[src/rtl/eye_centroid_div_seq_if.sv]
// Purpose: divider request/response bundle shared by the centroid sequencer and the serial divider.
// Latency: pure wiring, no storage.
// Backpressure: none; the divider answers with a one-cycle done pulse whenever it is ready.
interface eye_centroid_div_seq_if #(
    parameter int DIVIDEND_W = 28,
    parameter int DIVISOR_W  = 20
);
    logic                  start;
    logic [DIVIDEND_W-1:0] dividend;
    logic [DIVISOR_W-1:0]  divisor;
    logic                  done;
    logic [DIVIDEND_W-1:0] quotient;

    // Sequencer side: issues operands, consumes the result.
    modport master (
        output start,
        output dividend,
        output divisor,
        input  done,
        input  quotient
    );

    // Divider side: consumes operands, returns the result.
    modport slave (
        input  start,
        input  dividend,
        input  divisor,
        output done,
        output quotient
    );
endinterface

[src/rtl/eye_centroid_div_seq.sv]
// Purpose: per-frame sequencer running SX/S then SY/S on one shared divider; publishes both quotients together.
// Latency: START for X is issued 2 cycles after the vsync rise; oVALID follows the Y done pulse by 1 cycle.
// Backpressure: none; a vsync rise while busy is dropped and flagged, a silent divider is aborted by timeout.
module eye_centroid_div_seq #(
    parameter int SUM_S_WIDTH  = 20,
    parameter int SUM_SX_WIDTH = 28,
    parameter int SUM_SY_WIDTH = 28,
    parameter int DIV_TIMEOUT  = 255
) (
    input  logic                    CLK,
    input  logic                    RST,
    input  logic                    iFVSYNC,
    input  logic [SUM_S_WIDTH-1:0]  iSUM_S,
    input  logic [SUM_SX_WIDTH-1:0] iSUM_SX,
    input  logic [SUM_SY_WIDTH-1:0] iSUM_SY,
    eye_centroid_div_seq_if.master  div_if,
    input  logic                    iCLR_ERR,
    output logic [SUM_SX_WIDTH-1:0] oQUOTIENT_SX,
    output logic [SUM_SX_WIDTH-1:0] oQUOTIENT_SY,
    output logic                    oVALID,
    output logic                    oBUSY,
    output logic                    oERR_DIV0,
    output logic                    oERR_TIMEOUT,
    output logic                    oERR_OVERRUN
);

    localparam int CNT_W = (DIV_TIMEOUT > 2) ? $clog2(DIV_TIMEOUT) : 1;
    localparam logic [CNT_W-1:0] CNT_LAST = CNT_W'(DIV_TIMEOUT - 1);

    typedef enum logic [2:0] {
        IDLE    = 3'd0,
        CHECK   = 3'd1,
        START_X = 3'd2,
        WAIT_X  = 3'd3,
        START_Y = 3'd4,
        WAIT_Y  = 3'd5
    } state_t;

    state_t                  state_q, state_d;
    logic                    prev_q, prev_d;
    logic [SUM_S_WIDTH-1:0]  s_q, s_d;
    logic [SUM_SX_WIDTH-1:0] sx_q, sx_d;
    logic [SUM_SY_WIDTH-1:0] sy_q, sy_d;
    logic [CNT_W-1:0]        cnt_q, cnt_d;
    logic [SUM_SX_WIDTH-1:0] temp_x_q, temp_x_d;
    logic [SUM_SX_WIDTH-1:0] qx_q, qx_d;
    logic [SUM_SX_WIDTH-1:0] qy_q, qy_d;
    logic                    valid_q, valid_d;
    logic                    busy_q, busy_d;
    logic                    start_q, start_d;
    logic [SUM_SX_WIDTH-1:0] dividend_q, dividend_d;
    logic [SUM_S_WIDTH-1:0]  divisor_q, divisor_d;
    logic                    err_div0_q, err_div0_d;
    logic                    err_to_q, err_to_d;
    logic                    err_ov_q, err_ov_d;
    logic                    rise;

    // Next-state, operand and flag logic; every output is computed here one cycle ahead of its register.
    always_comb begin
        rise       = iFVSYNC & ~prev_q;
        prev_d     = iFVSYNC;
        state_d    = state_q;
        s_d        = s_q;
        sx_d       = sx_q;
        sy_d       = sy_q;
        cnt_d      = cnt_q;
        temp_x_d   = temp_x_q;
        qx_d       = qx_q;
        qy_d       = qy_q;
        valid_d    = 1'b0;
        start_d    = 1'b0;
        dividend_d = dividend_q;
        divisor_d  = divisor_q;
        // Clear first so that a set below in the same cycle wins.
        err_div0_d = iCLR_ERR ? 1'b0 : err_div0_q;
        err_to_d   = iCLR_ERR ? 1'b0 : err_to_q;
        err_ov_d   = iCLR_ERR ? 1'b0 : err_ov_q;

        unique case (state_q)
            IDLE: begin
                if (rise) begin
                    s_d     = iSUM_S;
                    sx_d    = iSUM_SX;
                    sy_d    = iSUM_SY;
                    state_d = CHECK;
                end
            end
            CHECK: begin
                if (s_q == '0) begin
                    err_div0_d = 1'b1;
                    state_d    = IDLE;
                end else begin
                    start_d    = 1'b1;
                    dividend_d = sx_q;
                    divisor_d  = s_q;
                    state_d    = START_X;
                end
            end
            START_X: begin
                cnt_d   = '0;
                state_d = WAIT_X;
            end
            WAIT_X: begin
                // A done in the timeout cycle still counts as success.
                if (div_if.done) begin
                    temp_x_d   = div_if.quotient;
                    start_d    = 1'b1;
                    dividend_d = SUM_SX_WIDTH'(sy_q);
                    state_d    = START_Y;
                end else if (cnt_q == CNT_LAST) begin
                    err_to_d = 1'b1;
                    state_d  = IDLE;
                end else begin
                    cnt_d = cnt_q + CNT_W'(1);
                end
            end
            START_Y: begin
                cnt_d   = '0;
                state_d = WAIT_Y;
            end
            WAIT_Y: begin
                if (div_if.done) begin
                    qx_d    = temp_x_q;
                    qy_d    = div_if.quotient;
                    valid_d = 1'b1;
                    state_d = IDLE;
                end else if (cnt_q == CNT_LAST) begin
                    err_to_d = 1'b1;
                    state_d  = IDLE;
                end else begin
                    cnt_d = cnt_q + CNT_W'(1);
                end
            end
            default: state_d = IDLE;
        endcase

        // A new frame while a sequence is in progress is dropped, not queued.
        if (rise && (state_q != IDLE)) begin
            err_ov_d = 1'b1;
        end

        busy_d = (state_d != IDLE);
    end

    // State and output registers; prev resets high so a vsync level held through reset is not an edge.
    always_ff @(posedge CLK) begin
        if (RST) begin
            state_q    <= IDLE;
            prev_q     <= 1'b1;
            s_q        <= '0;
            sx_q       <= '0;
            sy_q       <= '0;
            cnt_q      <= '0;
            temp_x_q   <= '0;
            qx_q       <= '0;
            qy_q       <= '0;
            valid_q    <= 1'b0;
            busy_q     <= 1'b0;
            start_q    <= 1'b0;
            dividend_q <= '0;
            divisor_q  <= '0;
            err_div0_q <= 1'b0;
            err_to_q   <= 1'b0;
            err_ov_q   <= 1'b0;
        end else begin
            state_q    <= state_d;
            prev_q     <= prev_d;
            s_q        <= s_d;
            sx_q       <= sx_d;
            sy_q       <= sy_d;
            cnt_q      <= cnt_d;
            temp_x_q   <= temp_x_d;
            qx_q       <= qx_d;
            qy_q       <= qy_d;
            valid_q    <= valid_d;
            busy_q     <= busy_d;
            start_q    <= start_d;
            dividend_q <= dividend_d;
            divisor_q  <= divisor_d;
            err_div0_q <= err_div0_d;
            err_to_q   <= err_to_d;
            err_ov_q   <= err_ov_d;
        end
    end

    assign div_if.start    = start_q;
    assign div_if.dividend = dividend_q;
    assign div_if.divisor  = divisor_q;
    assign oQUOTIENT_SX    = qx_q;
    assign oQUOTIENT_SY    = qy_q;
    assign oVALID          = valid_q;
    assign oBUSY           = busy_q;
    assign oERR_DIV0       = err_div0_q;
    assign oERR_TIMEOUT    = err_to_q;
    assign oERR_OVERRUN    = err_ov_q;

endmodule

[src/flat_wrapper.sv]
// flat-port wrapper written by rule: the top's interface ports become plain ports
module eye_centroid_div_seq_flat 
#(
    parameter int SUM_S_WIDTH  = 20,
    parameter int SUM_SX_WIDTH = 28,
    parameter int SUM_SY_WIDTH = 28,
    parameter int DIV_TIMEOUT  = 255
)
  (CLK, RST, iFVSYNC, iSUM_S, iSUM_SX, iSUM_SY, iCLR_ERR, oQUOTIENT_SX, oQUOTIENT_SY, oVALID, oBUSY, oERR_DIV0, oERR_TIMEOUT, oERR_OVERRUN, div_if_start, div_if_dividend, div_if_divisor, div_if_done, div_if_quotient);
  eye_centroid_div_seq_if #(.DIVIDEND_W((28)), .DIVISOR_W((20))) div_if_i ();
  input  logic CLK;
  input  logic RST;
  input  logic iFVSYNC;
  input  logic [SUM_S_WIDTH-1:0] iSUM_S;
  input  logic [SUM_SX_WIDTH-1:0] iSUM_SX;
  input  logic [SUM_SY_WIDTH-1:0] iSUM_SY;
  input  logic iCLR_ERR;
  output logic [SUM_SX_WIDTH-1:0] oQUOTIENT_SX;
  output logic [SUM_SX_WIDTH-1:0] oQUOTIENT_SY;
  output logic oVALID;
  output logic oBUSY;
  output logic oERR_DIV0;
  output logic oERR_TIMEOUT;
  output logic oERR_OVERRUN;
  output wire logic [$bits(div_if_i.start)-1:0] div_if_start;
  output wire logic [$bits(div_if_i.dividend)-1:0] div_if_dividend;
  output wire logic [$bits(div_if_i.divisor)-1:0] div_if_divisor;
  input wire logic [$bits(div_if_i.done)-1:0] div_if_done;
  input wire logic [$bits(div_if_i.quotient)-1:0] div_if_quotient;
  assign div_if_start = div_if_i.start;
  assign div_if_dividend = div_if_i.dividend;
  assign div_if_divisor = div_if_i.divisor;
  assign div_if_i.done = div_if_done;
  assign div_if_i.quotient = div_if_quotient;
  eye_centroid_div_seq #(.SUM_S_WIDTH(SUM_S_WIDTH), .SUM_SX_WIDTH(SUM_SX_WIDTH), .SUM_SY_WIDTH(SUM_SY_WIDTH), .DIV_TIMEOUT(DIV_TIMEOUT)) u_core (.CLK(CLK), .RST(RST), .iFVSYNC(iFVSYNC), .iSUM_S(iSUM_S), .iSUM_SX(iSUM_SX), .iSUM_SY(iSUM_SY), .div_if(div_if_i), .iCLR_ERR(iCLR_ERR), .oQUOTIENT_SX(oQUOTIENT_SX), .oQUOTIENT_SY(oQUOTIENT_SY), .oVALID(oVALID), .oBUSY(oBUSY), .oERR_DIV0(oERR_DIV0), .oERR_TIMEOUT(oERR_TIMEOUT), .oERR_OVERRUN(oERR_OVERRUN));
endmodule
[config.mk]
export PLATFORM = sky130hd
export DESIGN_NAME = eye_centroid_div_seq_flat
export DESIGN_NICKNAME = d
export VERILOG_FILES = /design/src/rtl/eye_centroid_div_seq_if.sv /design/src/rtl/eye_centroid_div_seq.sv /design/src/flat_wrapper.sv
export SDC_FILE = /design/constraint.sdc
export NUM_CORES = 1
export LEC_CHECK = 0
export CORE_ASPECT_RATIO = 0.6
export CORE_MARGIN = 2
export CORE_UTILIZATION = 25
export DETAILED_ROUTE_END_ITERATION = 8
export RECOVER_POWER = 100
export SLEW_MARGIN = 20
export SYNTH_ARGS = -nofsm -noshare
export SYNTH_HDL_FRONTEND = slang
export SYNTH_SLANG_ARGS = --single-unit
[constraint.sdc]
create_clock -name CLK -period 4 [get_ports CLK]
set_input_delay 0.8 -clock CLK [delete_from_list [all_inputs] [get_ports CLK]]
set_output_delay 0.8 -clock CLK [all_outputs]
set_load 0.03 [all_outputs]
Run 1, congestion heat map:
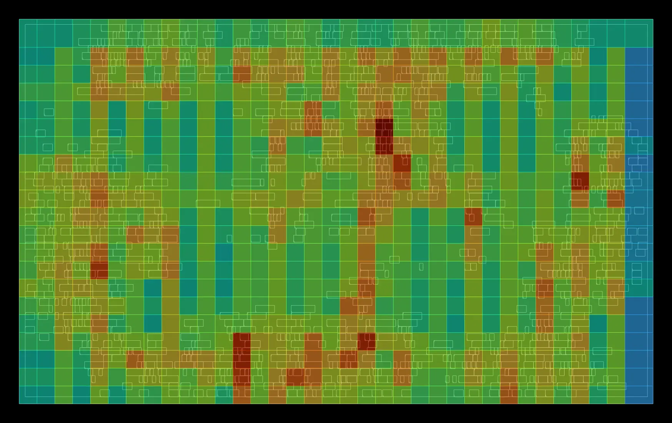
met2 global-route usage: 21.7%
gr busiest metal: met2
WL/cell: 15.5 um
Layout Utilization: 34.7%

Run 1, wiring heat map:
Scale: 2 px per um. The die is cut into 25 by 15 equal tiles; dark purple is low, yellow is high, scaled to the fullest tile. Values are wire area over tile area, all layers added.
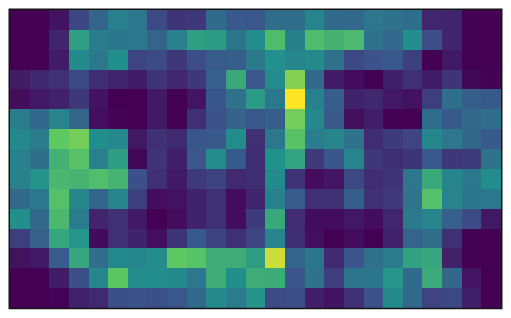
- nearly empty tiles: 10%
- mean over tiles: 0.11
- tiles over half the peak: 13%
- fullest tile: 0.40
all-layer global routing usage: 14.0%
DRT Wirelength: 26.2 mm
via count: 7807

==> impl_metrics.toml, run 1 <==
# yosys + openroad results
[power_and_ir_drop]
power_density_mw_per_mm2 = 427
vdd_drop_max_mv = 0.267

[critical_path]
crit_fanout = 35
r2r_start = "u_core.state_q[0]$_SDFF_PP0_"
cpPeakStageDelay_ns = 0.90
critPathMostFrequentCell = "nand2_1"
critPathKind = "in2reg"
cp_slowest_cell = "nand2_1"
worst_ep_arrival_time_ns = 3.48
startpoint_type = "primary input"
crit_path_end_kind = "register"
rr_worst_depth = 6
worstPathCellList = "dlygate4sd3_1 -> nor2b_1 -> nand2_1 -> clkbuf_2 -> nand2_1 -> a21oi_1"

[yosys]
yosysUniqueCellTypes = 47
top_area_cell = "dfxtp_1"
edf_count = 0
synth_area_mm2 = 0.00875
yosys_area_mm2 = 0.00875
ys_seq_share_pct = 51.7
ys_async_sr_fraction_pct = 0
ys_cells = 1030
synth.top_cell.area_share_pct = 51.7
ys.flop_type = "dfxtp_1"
syn_nets = 1141
synth_flop_count = 226

[sta]
whs_ns = 0.450
setup_violations = 0
fin_worst_skew_ns = 0.0122
worst_pin_slew_ns = 2.28
maxSlewViolCount = 133
timing.fmax_mhz = 329
hold_violations = 0

[hold_path]
hp-start = "u_core.temp_x_q[21]$_SDFFE_PP0P_"
min_to = "u_core.oQUOTIENT_SX[21]$_SDFFE_PP0P_"
hold_path.class = "reg2reg"
min_path_cells = 2

[placed_design]
placed_cells = 1645
hpwl_mm = 17.3
place_congestion = 0.777

[grt]
antenna_found_initial = 1
grt_max_degree = 104
grt_pass1_vias = 7627

[finish]
lay_top_count = "nand2_1"
area_growth_pct = 37.8
lay_top_cells = "366 x nand2_1, 226 x dfxtp_1, 171 x a21oi_1, 112 x dlygate4sd3_1, 105 x clkdlybuf4s50_1"
final_cells = 1689
nets = 1316
fillers = 3615
drive_gt1_share_pct = 6.63

[drt]
ant_nets = 0
drc_errors = 0
viasPerCell = 4.62
first_pass_iters = 4
drt_iter0_markers = 434

[flow_run]
cap_violations = 3

[clock_tree]
path_clk_slew_ns = 0.06
hold_buffers = 0
cts_root_buffer = "clkbuf_16"
post-cts-setup-buffer-count = 0
htree_num_levels = 1
cts_resized = 0
cts_made_buffers = 24

[floorplan]
core_area_mm2 = 0.0347
rows = 53
io_pins = 219
die_w_um = 246

[outcome]
status = "finished with violations"
violations = "capacitance limit, slew limit"
Run 1, signal wires by layer:
Scale: 1.5 px per um.
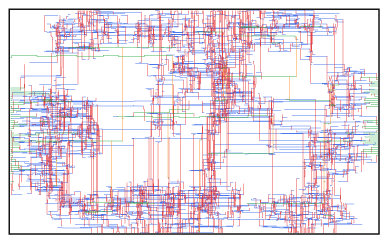
- red: met2 (wire length 11600 um)
- orange: met4 (wire length 458 um)
- green: met3 (wire length 1400 um)
- blue: met1 (wire length 12700 um)

-- run 1: per-stage QoR --
step	util (%)	total power, mW	setup WS [ns]	instance area, um^2
after global routing	34.7	5.37	0.720	12100
after global placement	32.4	2.93	1.15	11300
after CTS	34.7	5.25	1.52	12100
after floorplan	-	2.69	2.10	8750
final	34.7	5.14	0.957	12100
after detailed placement	32.4	2.94	1.09	11300
-- run 1: cells in the mapped netlist (all sizes together) (3+ instances only) --
library cell	count
nand2	367
nor2	8
o2bb2ai	28
and3	3
o221ai	28
a21oi	172
nand2b	6
inv	3
o41ai	28
o21ai	6
dfxtp	226
or3	5
buf	26
mux2i	19
clkbuf	60
nor4	5
nand3	6
-- run 1: registers in the layout, summed over array words and instances, names as in the netlist, 3 cells and up --
signal and count:
u_core.sy_q 28, u_core.s_q 20, u_core.cnt_q 8, u_core.oQUOTIENT_SX 28
u_core.div_if.divisor 20, u_core.oQUOTIENT_SY 28, u_core.sx_q 28, u_core.div_if.dividend 28
u_core.state_q 3, u_core.temp_x_q 28
-- run 1: worst max-delay path by stage --
stage / start / to / slack, ns / cells past startpoint
final: iFVSYNC / u_core.sx_q[18]$_SDFFE_PP0P_ / 0.96 / 6
after global routing: u_core.state_q[1]$_SDFF_PP0_ / u_core.div_if.dividend[19]$_SDFFE_PP0P_ / 0.72 / 6
after CTS: u_core.oQUOTIENT_SY[5]$_SDFFE_PP0P_ / oQUOTIENT_SY[5] / 1.52 / 1
after detailed placement: div_if_done / u_core.oBUSY$_SDFF_PP0_ / 1.09 / 7
after global placement: div_if_done / u_core.oBUSY$_SDFF_PP0_ / 1.15 / 7
after floorplan: RST / u_core.cnt_q[1]$_SDFFE_PP0P_ / 2.10 / 4
-- run 1: critical path: cells and delay by family --
family | cells | cell delay [ns]
compound gates | 1 | 0.17
buf+inv | 2 | 1.30
simple gates | 3 | 1.19
-- run 1: kinds of logic (layout without fill, tap and decap cells) --
family                   after synthesis  in the layout  synth area share (%)
flip-flops                           226            226                  51.7
adder cells (fa/ha/maj)                2              2                 0.286
AND-OR/OR-AND                        277            277                  21.8
multiplexers                          19             19                  2.17
AND/OR/NAND/NOR                      414            414                  18.9
other                                  0              1                     0
XOR/XNOR                               2              2                 0.286
buffers and inverters                 90            281                  4.86
-- run 1: layout make-up --
type	instances	area, um^2	share of cell area (%)
Sequential cell	226	4520	37.5
Multi-Input combinational cell	714	3830	31.7
Timing Repair Buffer	235	2320	19.2
Clock buffer	35	673	5.58
Tap cell	467	584	4.85
Clock inverter	7	113	0.934
Inverter	4	15.0	0.125
Antenna cell	1	2.50	0.0208
-- run 1: layer usage --
layer | track usage (%) | part of all wire (%) | vias up
met1 | 19.6 | 48 | 3712
met5 | 0 | 0 | -
met2 | 21.7 | 44 | 170
met3 | 3.27 | 5.3 | 29
met4 | 3.64 | 1.7 | 0
li1 | - | - | 3896
-- run 1: power by group --
part / leakage [nW] / total [mW] / internal [mW] / switching (mW)
logic: 2.05 / 0.530 / 0.213 / 0.318
registers: 1.83 / 2.34 / 2.31 / 0.0367
clock network: 0.380 / 2.27 / 1.36 / 0.915
==> inputs of run 2 (changes only) <==
==> constraint.sdc (replaced) <==
create_clock -name CLK -period 3.04 [get_ports CLK]
set_input_delay 0.608 -clock CLK [delete_from_list [all_inputs] [get_ports CLK]]
set_output_delay 0.608 -clock CLK [all_outputs]
set_load 0.03 [all_outputs]
Run 2, wiring heat map:
Scale: 2 px per um. The die is cut into 25 by 15 equal tiles; dark purple is low, yellow is high, scaled to the fullest tile. Values are wire area over tile area, all layers added.
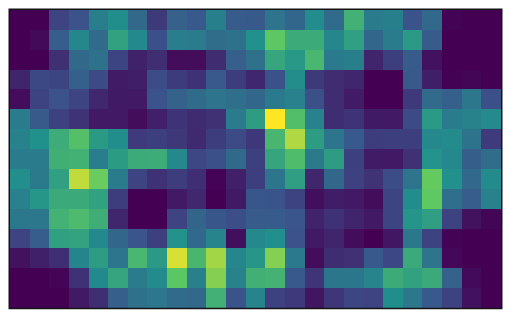
- tiles over half the peak: 18%
- fullest tile: 0.38
- mean over tiles: 0.11
- nearly empty tiles: 11%
all-layer global routing usage: 14.1%
WL/cell: 15.7 um

==> impl_metrics.toml, run 2 <==
# yosys + openroad results
[sta]
fin_crit_ns = 2.54
setup_tns_ns = 0
timing.fmax_mhz = 394
maxSlewViolCount = 0
hold_violations = 0
worst_pin_slew_ns = 1.29
period_used_pct = 83.5
grt_setup_unrepaired = "no"
maxSlewHeadroom_pct = 13.7
setup_violations = 0

[placed_design]
place_congestion = 0.768
hpwl_mm = 17.2
postPlaceCellArea_mm2 = 0.0113
placed_cells = 1645
io_buffers = 218

[yosys]
syn_nets = 1141
synth.top_cell.area_share_pct = 51.7
synth_flop_count = 226
yosysWarnings = 0
top_area_cell = "dfxtp_1"
yosys_area_mm2 = 0.00875
synth_area_mm2 = 0.00875
edf_count = 0
topCellsByArea = "dfxtp_1 52%, nand2_1 16%, a21oi_1 9.8%"
ys.flop_type = "dfxtp_1"
avgSynthCellArea_um2 = 8.49
yosysUniqueCellTypes = 47
ys_async_sr_fraction_pct = 0
ys_cells = 1030
yosysMostFrequentCell = "nand2_1"
synthTopCellsByCount = "367 x nand2_1, 226 x dfxtp_1, 172 x a21oi_1"
ys_seq_share_pct = 51.7
synthCells = 1030

[power_and_ir_drop]
power_leakage_nw = 4.24
total_power_mw = 6.63
power_density_mw_per_mm2 = 554
vdd_drop_max_mv = 0.331

[critical_path]
cpPeakStageDelay_ns = 0.59
startpoint_type = "register"
cp_data_required_time_ns = 3.44
worstPathCellList = "or3b_2 -> buf_4 -> o31ai_4 -> clkbuf_2 -> o2bb2ai_1"
crit_fanout = 60
crit_path_end_kind = "register"
critPathKind = "reg2reg"
cp_slowest_cell = "clkbuf_2"
worst_ep_arrival_time_ns = 2.93

[floorplan]
chip_area_mm2 = 0.0366
core_area_mm2 = 0.0347
io_pins = 219
die_y_um = 149
fp_util_pct = 25.2
die_w_um = 246
rows = 53

[clock_tree]
post-cts-setup-buffer-count = 0
cts_root_buffer = "clkbuf_16"
path_clk_slew_ns = 0.06
cts_sinks = 226
htree_num_levels = 1
cts_tree = "done"
cts_resized = 0
hold_buffers = 0
cts.path.max_buffers = 3
cts_made_buffers = 25

[finish]
final_cells = 1689
final_util_pct = 34.5
lay_top_cells = "366 x nand2_1, 226 x dfxtp_1, 172 x a21oi_1, 110 x dlygate4sd3_1, 107 x clkdlybuf4s50_1"
area_growth_pct = 36.9
drive_gt1_share_pct = 6.55
lay_top_count = "nand2_1"
final_area_mm2 = 0.0120
nets = 1316

[drt]
wl_mm = 26.5
ant_nets = 0
viasPerCell = 4.57
drc_errors = 0
vias = 7716
first_pass_iters = 5
drt_iter0_markers = 350

[grt]
grt_max_degree = 90
grt_overflow = 0
grt_pass1_wl_mm = 41.3
antenna_found_initial = 2
grt_pass1_vias = 7432

[outcome]
status = "finished clean"

[flow_run]
warnings = 27
cap_violations = 0

[hold_path]
hold_path.class = "reg2reg"
Run 2, clock distribution:
Scale: 2 px per um.
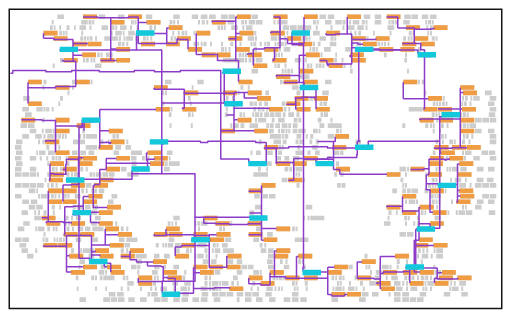
- purple: clock wires (length 3220 um)
- cyan: cells driving clock nets (count 25)
- orange: flip-flops (count 226)
- flops lie: spread over the die
- routed clock nets: 26
part of the power in the clock network: 43.2%
insertion delay at the late pin of the worst-skew pair: 0.54 ns
clock-net power: 2.87 mW
Max Clock Skew: 0.0155 ns

[run 2: cell count changes in the layout (fill, tap and decap cells not counted), moves of 4 or more]
cell      previous run  this run
clkbuf_2             2         6
clkinv_2             3        10
o41ai_1              8        17
buf_4               10         5
o41ai_2             20        11
clkbuf_1            13         3
[run 2: area by class of cell]
class / instances / area [um^2]
fillers: 3615 / 22800
well taps: 467 / 584
repair buffers: 234 / 2330
clock buffers: 29 / 661
inverters: 4 / 15.0
multi-input cells: 714 / 3750
flip-flops and latches: 226 / 4520
clock inverters: 14 / 104
diodes: 1 / 2.50
[run 2: cells by family (layout without fill, tap and decap cells)]
group                    after synthesis  in the layout  share of synthesized area (%)
AND-OR/OR-AND                        277            277                           21.8
XOR/XNOR                               2              2                          0.286
adder cells (fa/ha/maj)                2              2                          0.286
buffers and inverters                 90            281                           4.86
flip-flops                           226            226                           51.7
multiplexers                          19             19                           2.17
other                                  0              1                              0
AND/OR/NAND/NOR                      414            414                           18.9
[run 2: stage by stage]
step,hold WS (ns),setup WS (ns)
after floorplan,0.432,1.32
after global placement,0.436,0.585
after detailed placement,0.441,0.577
after CTS,0.450,0.731
after global routing,0.469,0.280
final,0.449,0.503
[run 2: final timing paths]
check                                                          endpoint  cells after the start  slack, ns                            startpoint
worst min-delay path               u_core.oQUOTIENT_SY[14]$_SDFFE_PP0P_                      2       0.45  u_core.oQUOTIENT_SY[14]$_SDFFE_PP0P_
worst max register to register  u_core.div_if.dividend[26]$_SDFFE_PP0P_                      5       0.50          u_core.state_q[0]$_SDFF_PP0_
worst min register to register     u_core.oQUOTIENT_SY[14]$_SDFFE_PP0P_                      2       0.45  u_core.oQUOTIENT_SY[14]$_SDFFE_PP0P_
worst max-delay path            u_core.div_if.dividend[26]$_SDFFE_PP0P_                      5       0.50          u_core.state_q[0]$_SDFF_PP0_
[run 2: worst max-delay path: cells and delay by family (launching register included)]
kind	cells	cell delay (ns)
DFF	1	0.51
buffers and inverters	2	0.93
AOI/OAI and AO/OA	2	0.46
and+or+nand+nor	1	0.47
[run 2: report_power, final]
part / switching [mW] / leakage, nW / internal [mW] / total (mW)
logic: 0.404 / 2.03 / 0.277 / 0.682
clock network: 1.23 / 0.383 / 1.63 / 2.87
registers: 0.0503 / 1.83 / 3.03 / 3.08
total: 1.69 / 4.24 / 4.94 / 6.63
[run 2: metal layers]
metal,vias to the layer above,global-route usage (%),wire (um)
li1,3887,-,-
met1,3625,20.9,13200
met2,172,20.7,11400
met3,32,2.97,1320
met4,0,3.52,538
met5,-,0,0
==> inputs of run 3 (changes only) <==
==> constraint.sdc (replaced) <==
create_clock -name CLK -period 2.6 [get_ports CLK]
set_input_delay 0.52 -clock CLK [delete_from_list [all_inputs] [get_ports CLK]]
set_output_delay 0.52 -clock CLK [all_outputs]
set_load 0.03 [all_outputs]
Run 3, metal 3:
Scale: 1.5 px per um. Cells faint in the background.
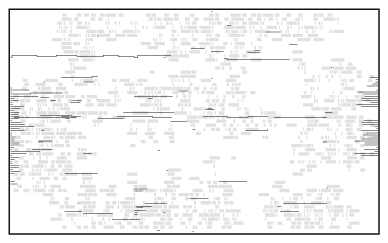
- longest straight run: 41.4 um
- wire length on this layer: 1320 um
- share of all routed wire: 4.9%
DRT Wirelength: 26.8 mm
GRT met3 Usage: 2.93%
via count: 7871

==> impl_metrics.toml, run 3 <==
# yosys + openroad results
[outcome]
status = "finished clean"

[finish]
drive_gt1_share_pct = 6.43
lay_top_count = "nand2_1"
area_growth_pct = 38.7
fillers = 3576
final_cells = 1696
lay_top_cells = "365 x nand2_1, 226 x dfxtp_1, 172 x a21oi_1, 110 x dlygate4sd3_1, 107 x clkdlybuf4s50_1"
n_antenna_cell = 0
nets = 1321

[floorplan]
rows = 53
io_pins = 219
die_y_um = 149
chip_area_mm2 = 0.0366
core_area_mm2 = 0.0347
die_w_um = 246
fp_util_pct = 25.2

[placed_design]
hpwl_mm = 17.8
placed_cells = 1650
io_buffers = 218
place_congestion = 0.741

[critical_path]
rr_worst_depth = 5
startpoint_type = "register"
cp_data_required_time_ns = 3.01
crit_path_end_kind = "register"
crit_fanout = 54
worst_ep_arrival_time_ns = 2.69
critPathKind = "reg2reg"
r2r_start = "u_core.state_q[0]$_SDFF_PP0_"
reg2reg_slack_ns = 0.32
r2r-end = "u_core.div_if.dividend[22]$_SDFFE_PP0P_"

[sta]
setup_violations = 0
period_used_pct = 87.7
hold_violations = 0
fin_crit_ns = 2.28
setup_tns_ns = 0
fin_worst_skew_ns = 0.0182
timing.fmax_mhz = 439
worst_pin_slew_ns = 1.25
maxSlewViolCount = 0
grt_setup_unrepaired = "no"
maxSlewHeadroom_pct = 16.7

[hold_path]
hold_path.class = "reg2reg"
min_to = "u_core.oQUOTIENT_SX[23]$_SDFFE_PP0P_"
hp-start = "u_core.temp_x_q[23]$_SDFFE_PP0P_"
min_path_cells = 2

[yosys]
synthCells = 1030
edf_count = 0
top_area_cell = "dfxtp_1"
topCellsByArea = "dfxtp_1 52%, nand2_1 16%, a21oi_1 9.8%"
ys_cells = 1030
synth_area_mm2 = 0.00875
yosys_area_mm2 = 0.00875
synth_flop_count = 226
yosysMostFrequentCell = "nand2_1"
synth.top_cell.area_share_pct = 51.7
ys_seq_share_pct = 51.7
synthTopCellsByCount = "367 x nand2_1, 226 x dfxtp_1, 172 x a21oi_1"
ys_async_sr_fraction_pct = 0
ys.flop_type = "dfxtp_1"
avgSynthCellArea_um2 = 8.49
yosysWarnings = 0
syn_nets = 1141
yosysUniqueCellTypes = 47

[power_and_ir_drop]
internal_power_mw = 6.26
power_density_mw_per_mm2 = 679
vdd_drop_max_mv = 0.456
power_leakage_nw = 4.31
combPwrFrac_pct = 9.6
seqPwrFrac_pct = 43.8
p_sw_share_pct = 24.0
p_sw_mw = 1.98
power_frac_clock_pct = 46.6

[grt]
grt_pass1_vias = 7696
grt_max_degree = 94
antenna_found_initial = 0
grt_util_all_layers_pct = 14.4
grt_overflow = 0
grt_pass1_wl_mm = 42.4

[clock_tree]
path_clk_slew_ns = 0.06
post-cts-setup-buffer-count = 0
clock_latency_ns = 0.54
cts_tree = "done"
cts_made_buffers = 25
cts_root_buffer = "clkbuf_16"
hold_buffers = 0
cts_resized = 0
cts.path.max_buffers = 3
cts_sinks = 226
htree_num_levels = 1

[drt]
ant_nets = 0
drc_errors = 0
viasPerCell = 4.64
first_pass_iters = 5
drt_iter0_markers = 518
wire_per_inst_um = 15.8

[flow_run]
warnings = 27
cap_violations = 0
Run 3, signal wires by layer:
Scale: 1.5 px per um.
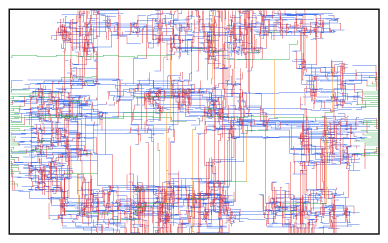
- green: met3 (wire length 1320 um)
- orange: met4 (wire length 660 um)
- blue: met1 (wire length 13000 um)
- red: met2 (wire length 11800 um)

-- run 3: stage by stage --
| stage | utilization [%] | setup slack (ns) | power [mW] | area [um^2] | hold slack, ns |
|---|---|---|---|---|---|
| 6_report | 34.9 | 0.321 | 8.24 | 12100 | 0.450 |
| 5_1_grt | 34.9 | 0.211 | 8.59 | 12100 | 0.465 |
| 4_1_cts | 35.3 | 0.280 | 8.44 | 12300 | 0.186 |
| 3_5_place_dp | 32.7 | 0.257 | 4.53 | 11400 | 0.443 |
| 3_3_place_gp | 32.7 | 0.275 | 4.52 | 11400 | 0.435 |
| 2_1_floorplan | - | 0.885 | 4.13 | 8750 | 0.432 |
-- run 3: cell families (layout without fill, tap and decap cells) --
family | Yosys count | in the layout | synth area share, %
and+or+nand+nor | 414 | 414 | 18.9
AOI/OAI and AO/OA | 277 | 277 | 21.8
DFF | 226 | 226 | 51.7
buffers and inverters | 90 | 289 | 4.86
muxes | 19 | 19 | 2.17
adders and majority gates | 2 | 2 | 0.286
xor gates and xnor gates | 2 | 2 | 0.286
-- run 3: worst max path at each step --
stage / from / endpoint / cells after the start
4_1_cts: u_core.state_q[0]$_SDFF_PP0_ / u_core.div_if.dividend[22]$_SDFFE_PP0P_ / 5
3_5_place_dp: div_if_done / u_core.div_if.dividend[16]$_SDFFE_PP0P_ / 6
3_3_place_gp: div_if_done / u_core.div_if.dividend[17]$_SDFFE_PP0P_ / 6
2_1_floorplan: u_core.state_q[2]$_SDFF_PP0_ / u_core.div_if.dividend[11]$_SDFFE_PP0P_ / 7
6_report: u_core.state_q[0]$_SDFF_PP0_ / u_core.div_if.dividend[22]$_SDFFE_PP0P_ / 5
5_1_grt: u_core.state_q[0]$_SDFF_PP0_ / u_core.div_if.dividend[22]$_SDFFE_PP0P_ / 5
-- run 3: layout make-up --
cell class / count / area (um^2) / area share [%]
Clock buffer: 37 / 751 / 6.19
Clock inverter: 9 / 151 / 1.25
Inverter: 4 / 15.0 / 0.124
Multi-Input combinational cell: 714 / 3730 / 30.7
Sequential cell: 226 / 4520 / 37.3
Tap cell: 467 / 584 / 4.82
Timing Repair Buffer: 239 / 2380 / 19.6
-- run 3: power by group through the flow --
stage	Combinational (mW)	Clock, mW	Sequential [mW]
finish	0.792	3.84	3.60
global route	0.859	4.12	3.61
CTS	0.852	3.98	3.60
detailed placement	0.848	0	3.68
global placement	0.845	0	3.68
floorplan	0.403	0	3.73
-- run 3: worst max-delay path, stage by stage, from the launching register on --
cell and delay (ns):
dfxtp_1 0.51, or3b_2 0.60, buf_4 0.35, o221ai_1 0.35
o41ai_1 0.13, o2bb2ai_1 0.15
-- run 3: routing by layer --
layer / wire [um] / GRT usage [%] / part of all wire, %
met1: 13000 / 20.4 / 48
met2: 11800 / 22.2 / 44
met3: 1320 / 2.93 / 4.9
met4: 659 / 3.76 / 2.5
met5: 0 / 0 / 0
Power and IR drop assume default switching activity.
